==> config.mk <==
export PLATFORM = sky130hd
export DESIGN_NAME = mult_booth_ctrl
export DESIGN_NICKNAME = d
export VERILOG_FILES = /design/src/rtl/mult_booth_ctrl.sv
export SDC_FILE = /design/constraint.sdc
export NUM_CORES = 1
export LEC_CHECK = 0
export ABC_CLOCK_PERIOD_IN_PS = 7150
export CORE_UTILIZATION = 50
export DETAILED_ROUTE_END_ITERATION = 8
export PLACE_DENSITY = 0.73
export SKIP_CTS_REPAIR_TIMING = 1
export SYNTH_ARGS = -nofsm -noshare
export SYNTH_HDL_FRONTEND = slang
export SYNTH_SLANG_ARGS = --single-unit
==> constraint.sdc <==
create_clock -name clock -period 7.15 [get_ports clock]
set_clock_uncertainty 0.2 [all_clocks]
set_input_delay 1.0725 -clock clock [delete_from_list [all_inputs] [get_ports clock]]
set_output_delay 1.0725 -clock clock [all_outputs]
set_load 0.05 [all_outputs]
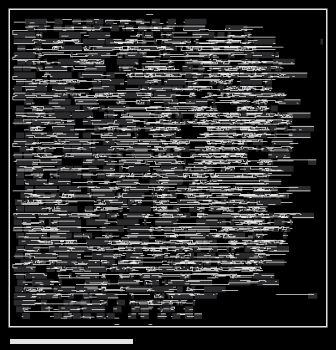
Run 1: signal wires on met1
Bar = 50 µm. Cells faint in the background.
wire length on this layer: 8990 µm
main direction: horizontal
wirelength, routed: 19.5 mm
GR met1 Demand/Resource: 34.2%

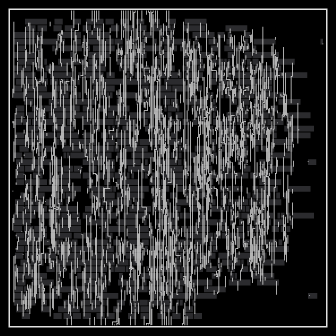
Run 1: signal wires on met2
Cells faint in the background.
nets with wire on the layer: 870
main direction: vertical
share of all routed wire: 46%
met2 track demand over resource in global routing: 40.2%
via count: 6624

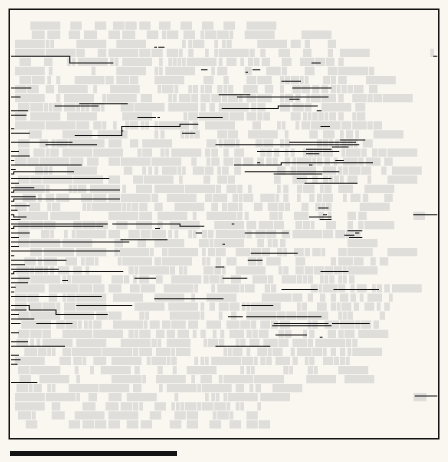
Run 1: met3 routing
Bar = 50 µm. Cells faint in the background.
share of all routed wire: 6.7%
main direction: horizontal
wire length on this layer: 1310 µm
longest straight run: 42.8 µm
nets with wire on the layer: 103
met3 usage in global routing: 7.44%

==> summary.txt, run 1 <==
Status on the layout run. Per the cell usage report, the commonest logic cells after layout are sky130_fd_sc_hd__nand2_1 (190), sky130_fd_sc_hd__dfrtp_1 (138), sky130_fd_sc_hd__clkdlybuf4s50_1 (99), sky130_fd_sc_hd__a21oi_1 (65), sky130_fd_sc_hd__xnor2_1 (50). Share of the clock period used by the worst path landed at a little under three fifths. Routability-driven placement finished with a final weighted congestion of ~0.96.

Number of DRC markers after the initial detailed-route iteration landed at 460. The clock passes through at most 2 buffers. Instance tally after logic synthesis landed at 887.

Core footprint landed at 15400 µm². According to the timing report, the arrival time at the worst endpoint equals 4120 ps. The registers of the reported paths see a clock transition of 70 ps. Area fraction in and, or, nand and nor cells landed at 16.1%. The largest single stage delay on the critical path is roughly 420 ps.

Proportion of synthesized chip area in sequential cells landed at between 40 and 50%. STA classifies the critical path startpoint as a register. Post-route met1 wirelength landed at 8.99 mm. After synthesis, the netlist uses 65 different library cells. For reference, compound AND-OR and OR-AND cells occupy 19.5% of the area reported after synthesis. Insertion delay at the late pin of the worst-skew pair landed at 420 ps. The filler cells instantiated in the layout total 1312. OpenROAD emitted warnings numbering 26. The main area contributors are sky130_fd_sc_hd__dfrtp_1 (43%), sky130_fd_sc_hd__nand2_1 (8.9%), sky130_fd_sc_hd__ha_1 (5.6%), sky130_fd_sc_hd__xnor2_1 (5.5%), sky130_fd_sc_hd__a22oi_1 (4.6%). Post-synth tally of flip-flops with integrated enable landed at 0. Cell depth of the worst min-delay path landed at 2. Entering global routing, the biggest net connects 75 pins. Signal nets in the final route climb as high as met4. By instance count after routing, the leading logic cell type is sky130_fd_sc_hd__nand2_1.

The timing report shows the most common cell along the critical path to be sky130_fd_sc_hd__nor2_1. For the final routed database, the setup TNS stands at 0 ps. Dividing the detail-routed via count by the number of cells gives about 5.6. Flip-flop count of the largest register, all copies and words added landed at 65. Maximum fanout along the worst path landed at 6.

Counting endpoints that fail hold in the final report gives 0. Worst hold slack across all endpoints landed at ~290 ps. The count of nets left with antenna violations once routing finished came out at 0. Post-synthesis average cell area landed at roughly 9.0 µm². Wire length on met3 landed at 1.31 mm. The run finished with clean final reports. Residual overflow from global routing landed at 0.
-- run 1: critical path: cells and delay by family, from the launching register on --
family          cells  cell delay [ps]
simple gates       10             1630
fa+ha+maj           1              410
flops               1              420
xor+xnor            2              330
compound gates      4              790
mux                 1              130
-- run 1: metrics by stage --
| stage | worst slack [ps] | util (%) | cells |
|---|---|---|---|
| final | 3120 | 62.9 | 1186 |
| after global routing | 2690 | 62.9 | 1186 |
| after CTS | 3160 | 62.9 | 1186 |
| after detailed placement | 3190 | 59.2 | 1154 |
| after global placement | 3240 | 59.2 | 1154 |
| after floorplan | 3700 | - | 887 |
-- run 1: area by class of cell --
| cell class | instances | area [µm²] | share of cell area, % |
|---|---|---|---|
| tap | 211 | 264 | 2.72 |
| multi-input combinational | 677 | 4290 | 44.2 |
| inverter | 22 | 82.6 | 0.852 |
| sequential | 138 | 3450 | 35.6 |
| clock buffer | 19 | 433 | 4.46 |
| clock inverter | 13 | 131 | 1.35 |
| timing repair buffer | 106 | 1050 | 10.8 |
-- run 1: cell families (layout without fill, tap and decap cells) --
family,after synthesis,count (layout)
AND/OR/NAND/NOR,298,298
AND-OR/OR-AND,243,243
adder cells (fa/ha/maj),37,37
XOR/XNOR,62,62
flip-flops,138,138
other,1,1
buffers and inverters,72,160
multiplexers,36,36
Run 1, register map, names as in the netlist:
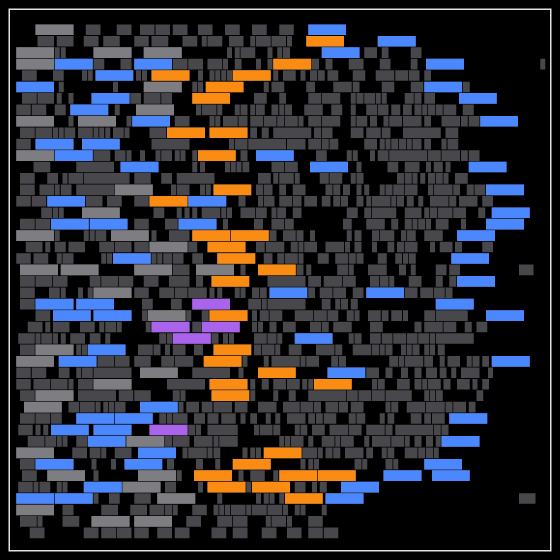

## Run 2: what changed since run 1
ABC_CLOCK_PERIOD_IN_PS = 4100   (was 7150)
clock period = 4.1 ns   (was 7.15 ns; I/O delays follow)
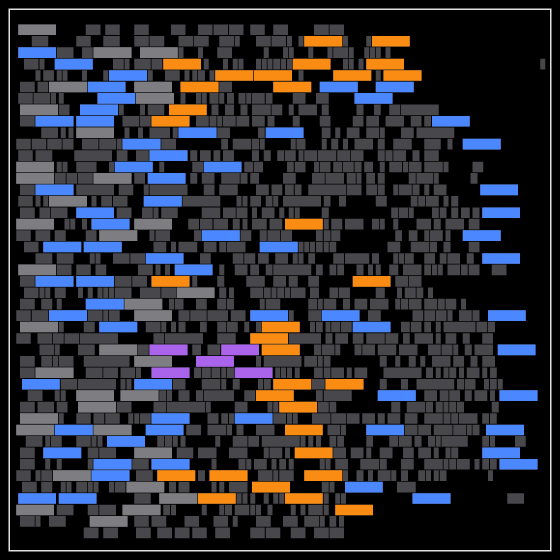
Run 2: register map, names as in the netlist
[p_reg] blue | placed flops: 65 | where: all over the die
[m_reg] orange | placed flops: 32
[cnt] purple | placed flops: 5
not coloured: 36
fraction of area in registers: 35.2%
Final Util: 63.6%
storage element area: 3450 µm²

==> summary.txt, run 2 <==
Status on the layout run. The run finished with clean final reports. Met3 track utilization from global routing landed at 7.69% (+0.25 points). Count of yosys warnings during synthesis landed at 0. Clock transition at the register clock pins on the worst setup and hold paths after CTS landed at 60 ps (about the same). The instance tally after logic synthesis is 887 (unchanged). Total count of hold-check failures in the final report landed at 0 (unchanged). The global-route met1 utilization came to 33.9% (-0.30 points).

The maximum number of pins on one net before global-route repair came to 82 (+9.3%). Setup repair after global routing could not meet its margin everywhere. Proportion of synthesized chip area in sequential cells landed at 43.2% (unchanged). Total clock sinks landed at 138. The maximum fanout along the worst path is 6 (unchanged). Fraction of met2 tracks used by global routing landed at 41.0% (+0.76 points). The post-synth tally of flip-flops with integrated enable was 0 (unchanged). Final estimated routing congestion in global placement landed at 0.915 (-4.2%).

The worst setup path is captured at a register. The tally of OpenROAD warnings is 27 (+3.8%). Number of nets still failing antenna checks after routing landed at 0 (unchanged). The sum of negative setup slack was 0 ps (unchanged). The maximum single-stage delay on the critical path was 430 ps (about the same). Yosys attributes the largest share of cell area to sky130_fd_sc_hd__dfrtp_1 (43%), sky130_fd_sc_hd__nand2_1 (8.9%), sky130_fd_sc_hd__ha_1 (5.6%), sky130_fd_sc_hd__xnor2_1 (5.5%), sky130_fd_sc_hd__a22oi_1 (4.6%). The number of DRC markers after the initial detailed-route iteration was 405 (-12%). The share of the clock period used by the worst path came to 94.6% (+38 points).

By instance count after routing, the leading logic cell type is sky130_fd_sc_hd__nand2_1. Insertion delay at the late pin of the worst-skew pair landed at 420 ps (about the same). The post-synthesis average cell area was 9.02 µm² (unchanged). Flip-flop count of the largest register, all copies and words added landed at 65 (unchanged).

Via count normalized by instance count landed at 5.56 (-0.51%). Final routed wirelength across all metal layers landed at 19.7 mm (+1.1%). The core footprint is 15400 µm² (unchanged). According to the I/O placement log, the pin count is 102. The number of distinct library cells after synthesis is 65 (unchanged).

Counting cells, the worst reg-to-reg path comes to 15. Per the cell usage report, the commonest logic cells after layout are sky130_fd_sc_hd__nand2_1 (190), sky130_fd_sc_hd__dfrtp_1 (138), sky130_fd_sc_hd__clkdlybuf4s50_1 (99), sky130_fd_sc_hd__a21oi_1 (65), sky130_fd_sc_hd__xnor2_1 (50). The clock tree buffer depth came to 2 (unchanged). Number of cells after detailed placement landed at 1163 (+0.78%).

The final instance count without filler cells was 1196 (+0.84%). The count of vias placed by the detailed router was 6646 (+0.33%). Placement-stage worst setup slack landed at 250 ps (-2940 ps).

The setup slack of the critical path after layout came to 220 ps (-2900 ps). STA classifies the critical path startpoint as a register. The arrival time of the worst setup path was 3950 ps (-170 ps). Residual overflow from global routing landed at 0 (unchanged).
run 2: cell counts after synthesis:
Identical to the previous run, type by type.
run 2: layout make-up:
type                            count  area (µm²)
Clock buffer                       19         453
Clock inverter                     13         129
Fill cell                        1353        5620
Inverter                           22        82.6
Multi-Input combinational cell    677        4310
Sequential cell                   138        3450
Tap cell                          211         264
Timing Repair Buffer              116        1120
run 2: worst max-delay path: cells and delay by family (launching register included):
family                   cells  cell delay [ps]
AND-OR/OR-AND                7             1310
XOR/XNOR                     2              300
adder cells (fa/ha/maj)      1              370
flip-flops                   1              430
AND/OR/NAND/NOR              5             1140
run 2: per-stage QoR:
stage	util, %	hold WS, ps	area [µm²]
after floorplan	-	119	8000
after global placement	59.6	264	9200
after detailed placement	59.6	273	9200
after CTS	63.4	56.5	9780
after global routing	63.6	82.7	9810
final	63.6	25.5	9810
run 2: kinds of logic (layout without fill, tap and decap cells):
group / after synthesis / after routing / synth area share, %
AND-OR/OR-AND: 243 / 243 / 19.5
multiplexers: 36 / 36 / 5.01
XOR/XNOR: 62 / 62 / 6.79
adder cells (fa/ha/maj): 37 / 37 / 5.88
AND/OR/NAND/NOR: 298 / 298 / 16.1
flip-flops: 138 / 138 / 43.2
other: 1 / 1 / 0.0469
buffers and inverters: 72 / 170 / 3.52
run 2: metal layers:
layer,vias to the layer above,share of wire (%)
met5,-,0
met4,0,1.5
met3,19,6.4
met2,156,47
met1,3220,45
li1,3251,-
